### src/rtl/core_socket_scheduler_pkg.sv
// Shared state encodings and elaboration-time helpers for the core socket scheduler.
package core_socket_scheduler_pkg;

   localparam logic [1:0] ST_IDLE = 2'd0;
   localparam logic [1:0] ST_BUSY = 2'd1;
   localparam logic [1:0] ST_DONE = 2'd2;

   // Ceiling log2 for parameter sizing; clog2(1) = 0.
   function automatic int clog2(input int value);
      int r;
      r = 0;
      while ((1 << r) < value) r++;
      return r;
   endfunction

endpackage

### src/rtl/core_socket_scheduler_rr_arbiter.sv
// Round-robin arbiter: picks the first request at or after ptr, wrapping modulo N.
module rr_arbiter
   import core_socket_scheduler_pkg::*;
#(
   parameter int N  = 4,
   parameter int IW = clog2(N)
) (
   input  logic [N-1:0]  req,
   input  logic [IW-1:0] ptr,
   output logic [N-1:0]  grant,
   output logic [IW-1:0] grant_idx,
   output logic          any
);

   logic [IW-1:0] idx;

   // NOTE: every output of a combinational block gets a default first, so no path infers a latch.
   always_comb begin
      grant     = '0;
      grant_idx = '0;
      any       = 1'b0;
      idx       = '0;
      for (int k = 0; k < N; k++) begin
         idx = IW'((int'(ptr) + k) % N);
         if (!any && req[idx]) begin
            any        = 1'b1;
            grant[idx] = 1'b1;
            grant_idx  = idx;
         end
      end
   end

endmodule

### src/rtl/core_socket_scheduler.sv
// Dispatches jobs round-robin to CORES attached cores and returns their results, tagged, through one output register.
module core_socket_scheduler
   import core_socket_scheduler_pkg::*;
#(
   parameter  int DATA_SIZE = 16,
   parameter  int CORES     = 4,
   parameter  int TAG_W     = 4,
   localparam int ID_W      = clog2(CORES)
) (
   input  logic                       clk,
   input  logic                       rst_n,
   input  logic                       job_valid,
   output logic                       job_ready,
   input  logic [TAG_W-1:0]           job_tag,
   input  logic [DATA_SIZE-1:0]       job_data,
   output logic                       res_valid,
   input  logic                       res_ready,
   output logic [TAG_W-1:0]           res_tag,
   output logic [ID_W-1:0]            res_core,
   output logic [DATA_SIZE-1:0]       res_data,
   output logic [CORES-1:0]           core_start,
   output logic [CORES*DATA_SIZE-1:0] core_data,
   input  logic [CORES-1:0]           core_done,
   input  logic [CORES*DATA_SIZE-1:0] core_result,
   output logic [ID_W:0]              busy_cnt,
   output logic                       err_spurious
);

   logic                 rdy_en;
   logic [CORES-1:0]     idle_vec, done_vec, spurious_vec;
   logic [TAG_W-1:0]     tag_arr    [CORES];
   logic [DATA_SIZE-1:0] result_arr [CORES];
   logic [ID_W-1:0]      disp_ptr, coll_ptr, disp_idx, coll_idx;
   logic [CORES-1:0]     disp_grant, coll_grant;
   logic                 disp_any, coll_any;
   logic                 accept, load;

   rr_arbiter #(.N(CORES), .IW(ID_W)) u_dispatch (
      .req       (idle_vec),
      .ptr       (disp_ptr),
      .grant     (disp_grant),
      .grant_idx (disp_idx),
      .any       (disp_any)
   );

   rr_arbiter #(.N(CORES), .IW(ID_W)) u_collect (
      .req       (done_vec),
      .ptr       (coll_ptr),
      .grant     (coll_grant),
      .grant_idx (coll_idx),
      .any       (coll_any)
   );

   // rdy_en holds job_ready low while in reset and releases it on the first edge afterwards.
   assign job_ready = rdy_en && disp_any;
   assign accept    = job_valid && job_ready;
   assign load      = coll_any && (!res_valid || res_ready);

   for (genvar i = 0; i < CORES; i++) begin : g_core
      logic [1:0]           st;
      logic [TAG_W-1:0]     tag_q;
      logic [DATA_SIZE-1:0] result_q;
      logic                 start_q;
      logic [DATA_SIZE-1:0] data_q;

      // NOTE: the small per-core tag/result stores sit on the async reset so no stale job survives reset.
      always_ff @(posedge clk or negedge rst_n) begin
         if (!rst_n) begin
            st       <= ST_IDLE;
            tag_q    <= '0;
            result_q <= '0;
            start_q  <= 1'b0;
            data_q   <= '0;
         end else begin
            start_q <= accept && disp_grant[i];
            data_q  <= (accept && disp_grant[i]) ? job_data : '0;
            case (st)
               ST_IDLE: if (accept && disp_grant[i]) begin
                  st    <= ST_BUSY;
                  tag_q <= job_tag;
               end
               ST_BUSY: if (core_done[i]) begin
                  st       <= ST_DONE;
                  result_q <= core_result[i*DATA_SIZE +: DATA_SIZE];
               end
               ST_DONE: if (load && coll_grant[i]) st <= ST_IDLE;
               default: st <= ST_IDLE;
            endcase
         end
      end

      assign idle_vec[i]                           = (st == ST_IDLE);
      assign done_vec[i]                           = (st == ST_DONE);
      assign spurious_vec[i]                       = core_done[i] && (st != ST_BUSY);
      assign tag_arr[i]                            = tag_q;
      assign result_arr[i]                         = result_q;
      assign core_start[i]                         = start_q;
      assign core_data[i*DATA_SIZE +: DATA_SIZE]   = data_q;
   end

   always_comb begin
      busy_cnt = '0;
      for (int i = 0; i < CORES; i++)
         busy_cnt = busy_cnt + {{ID_W{1'b0}}, ~idle_vec[i]};
   end

   // NOTE: sequential state uses non-blocking assignments so every flop samples pre-edge values.
   always_ff @(posedge clk or negedge rst_n) begin
      if (!rst_n) begin
         rdy_en       <= 1'b0;
         disp_ptr     <= '0;
         coll_ptr     <= '0;
         res_valid    <= 1'b0;
         res_tag      <= '0;
         res_core     <= '0;
         res_data     <= '0;
         err_spurious <= 1'b0;
      end else begin
         rdy_en <= 1'b1;
         if (accept)
            disp_ptr <= (disp_idx == ID_W'(CORES-1)) ? '0 : disp_idx + 1'b1;
         if (load) begin
            res_valid <= 1'b1;
            res_tag   <= tag_arr[coll_idx];
            res_core  <= coll_idx;
            res_data  <= result_arr[coll_idx];
            coll_ptr  <= (coll_idx == ID_W'(CORES-1)) ? '0 : coll_idx + 1'b1;
         end else if (res_ready) begin
            res_valid <= 1'b0;
         end
         if (|spurious_vec)
            err_spurious <= 1'b1;
      end
   end

endmodule

### config.mk
export PLATFORM = sky130hd
export DESIGN_NAME = core_socket_scheduler
export DESIGN_NICKNAME = d
export VERILOG_FILES = /design/src/rtl/core_socket_scheduler_pkg.sv /design/src/rtl/core_socket_scheduler_rr_arbiter.sv /design/src/rtl/core_socket_scheduler.sv
export SDC_FILE = /design/constraint.sdc
export NUM_CORES = 1
export LEC_CHECK = 0
export CORE_AREA = 4 4 133 135
export DETAILED_ROUTE_END_ITERATION = 8
export DIE_AREA = 0 0 137 139
export PLACE_DENSITY = 0.87
export SLEW_MARGIN = 30
export SYNTH_ARGS = -nofsm -noshare
export SYNTH_HDL_FRONTEND = slang
export SYNTH_SLANG_ARGS = --single-unit
### constraint.sdc
create_clock -name clk -period 3.3 [get_ports clk]
set_input_delay 0.99 -clock clk [delete_from_list [all_inputs] [get_ports clk]]
set_output_delay 0.99 -clock clk [all_outputs]
set_load 0.05 [all_outputs]
Congestion heat map:
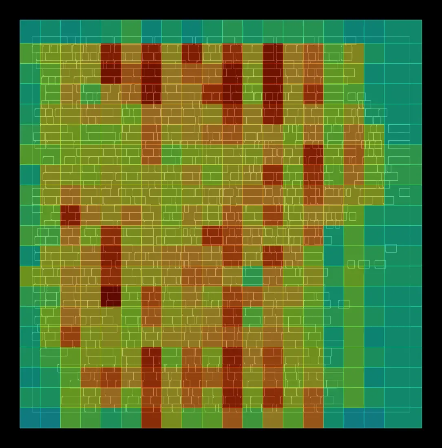
GR Util met2: 0.378
Top Usage Layer GRT: met2
final core area utilization: 0.676

Pin map:
Pins as bars across the die edge, other pins in grey.
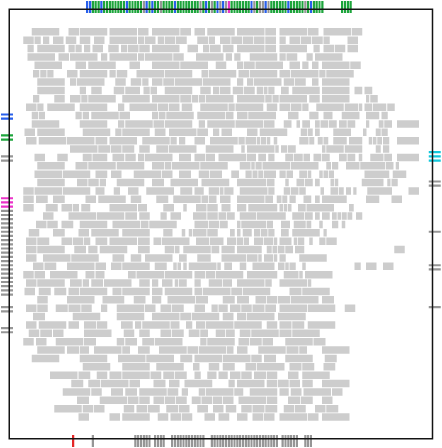
legend:
  blue:
    port: `job_data`
    pins: 16
    direction: input
    edge: 14 north, 2 west
  green:
    port: `core_data`
    pins: 64
    direction: output
    edge: 62 north, 2 west
  magenta:
    port: `res_tag`
    pins: 4
    direction: output
    edge: 3 west, 1 north
  cyan:
    port: `busy_cnt`
    pins: 3
    direction: output
    edge: east
  red:
    port: `clk`
    pins: 1
    direction: input
    edge: south
all pins by edge: 88 north, 57 south, 34 west, 9 east
Die X: 137 um
Die Span Y: 139 um
I/O Buffers: 187

Routed clock nets over the placement:
Bar = 50 um.
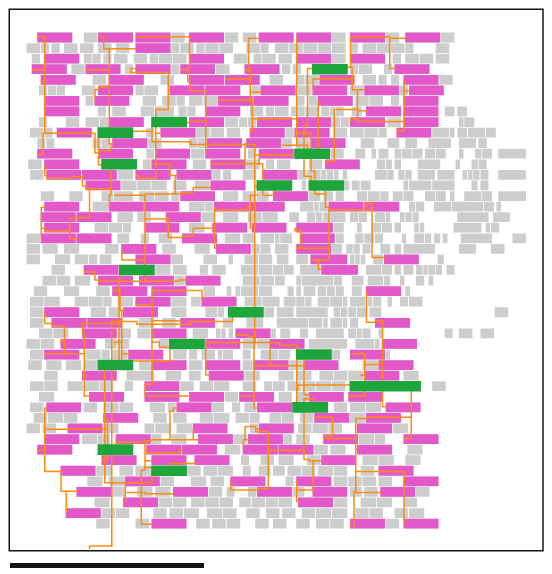
legend:
  magenta:
    item: flip-flops
    count: 185
  green:
    item: clock-net drivers
    count: 17
  orange:
    item: clock wires
    length: 1950 um
routed clock nets: 18
clk latency late pin: 0.42 ns
Clock group: 1.92 mW

Metal 4:
Cells faint in the background.
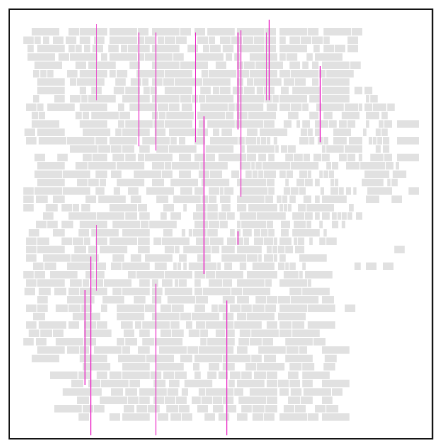
longest straight run: 57.8 um
main direction: vertical
share of all routed wire: 2.6%
nets with wire on the layer: 14

==> job_summary.md <==
### Flow metrics

| Metric | Value |
|---|---|
| Outcome | `finished clean` |
| RSZ-0062 raised after global routing | `no` |
| Final nets | `954` |
| Clock group share of total power | `0.158` |
| Via count | `5815` |
| Detailed Routing Iterations Pass 1 | `4` |
| GR Overflow Total | `0` |
| Synth area leader | `dfrtp_1` |
| Synth Instances | `around 640` |
| P_sw | `about 5.3 mW` |
| Clock Path Buffers | `2` |
| Power Density | `approximately 1100 mW/mm2` |
| GPL Wtd Cong | `0.898` |
| Largest net degree at the start of global routing | `65` |
| Number of diodes | `0` |
| Number of cell rows | `around 47` |
| Via density | `roughly 5.4` |
| Yosys stat area | `slightly above 0.008 mm2` |
| Netlist cell types | `56` |
| DR iter-0 viols | `approximately 320` |
| Synth warn | `0` |
| Top cells excl fill/tap | `182 x dfrtp_1, 182 x clkdlybuf4s50_1, 66 x and2_1` |
| CTS buffer count | `17` |
| Path depth of the worst reg2reg path | `9` |
| Routed wire per std cell | `roughly 20 um` |
| Total global-route track usage | `0.232` |
| CP required | `around 2.3 ns` |
| Syn avg cell area | `12.9 um2` |
| CTS tree | `built` |
| Hold EP | `res_core[1]$_DFFE_PN0P_` |
| Top sig layer | `met4` |
| Layout cells sized above 1 | `0.183` |
| Mapped Area | `0.00830 mm2` |
| Final setup vio count | `0` |
| Max-Cap Viols | `0` |
## state kept, by name (all words and copies together) (netlist names), 2 cells and up, named ones only
name             cells
g_core.tag_q        16
g_core.start_q       4
res_data            16
g_core.result_q     64
g_core.st            8
g_core.data_q       64
res_tag              4
res_core             2
## repair_timing
action / 4_1_cts / 5_1_grt
pin swaps: 3 / 0
hold buffers: 0 / 0
gates resized: 0 / 3
setup endpoints to repair: 1 / 2
setup buffers: 3 / 3
## kinds of logic after synthesis
| group | count (synthesis) | share of synthesized area |
|---|---|---|
| flip-flops | 185 | 0.558 |
| AND/OR/NAND/NOR | 155 | 0.110 |
| multiplexers | 130 | 0.179 |
| AND-OR/OR-AND | 101 | 0.0932 |
| buffers and inverters | 48 | 0.0273 |
| adder cells (fa/ha/maj) | 18 | 0.0280 |
| XOR/XNOR | 4 | 0.00422 |
| other | 1 | 0.000452 |
## per-layer routing
layer	GRT usage	vias up
met5	0	-
met4	0.0809	0
met3	0.0552	37
met2	0.378	163
met1	0.304	2925
li1	-	2690
## through the flow
stage	hold slack, ns	total power [mW]	setup WS (ns)	instances
floorplan	0.464	8.22	0.291	642
global placement	0.464	10.1	0.429	1039
detailed placement	0.463	10.2	0.398	1039
CTS	0.479	12.2	0.0491	1074
global route	0.513	12.9	0.00323	1077
finish	0.479	12.2	0.0939	1077
## final cells by class
class | count | area, um2 | share of cell area
sequential | 185 | 4630 | 0.416
multi-input combinational | 409 | 3460 | 0.311
timing repair buffer | 215 | 2140 | 0.192
clock buffer | 20 | 457 | 0.0411
tap | 220 | 275 | 0.0247
clock inverter | 12 | 106 | 0.00956
inverter | 16 | 60.1 | 0.00540
## worst max-delay path: stages, from the launching register on
cell and delay (ns):
dfrtp_1 0.49, nor2_4 0.15, inv_2 0.08, fa_1 0.44
and2_1 0.17, ha_1 0.31, buf_12 0.16
Power figures rest on the tool's default switching activity, not on a simulated workload.
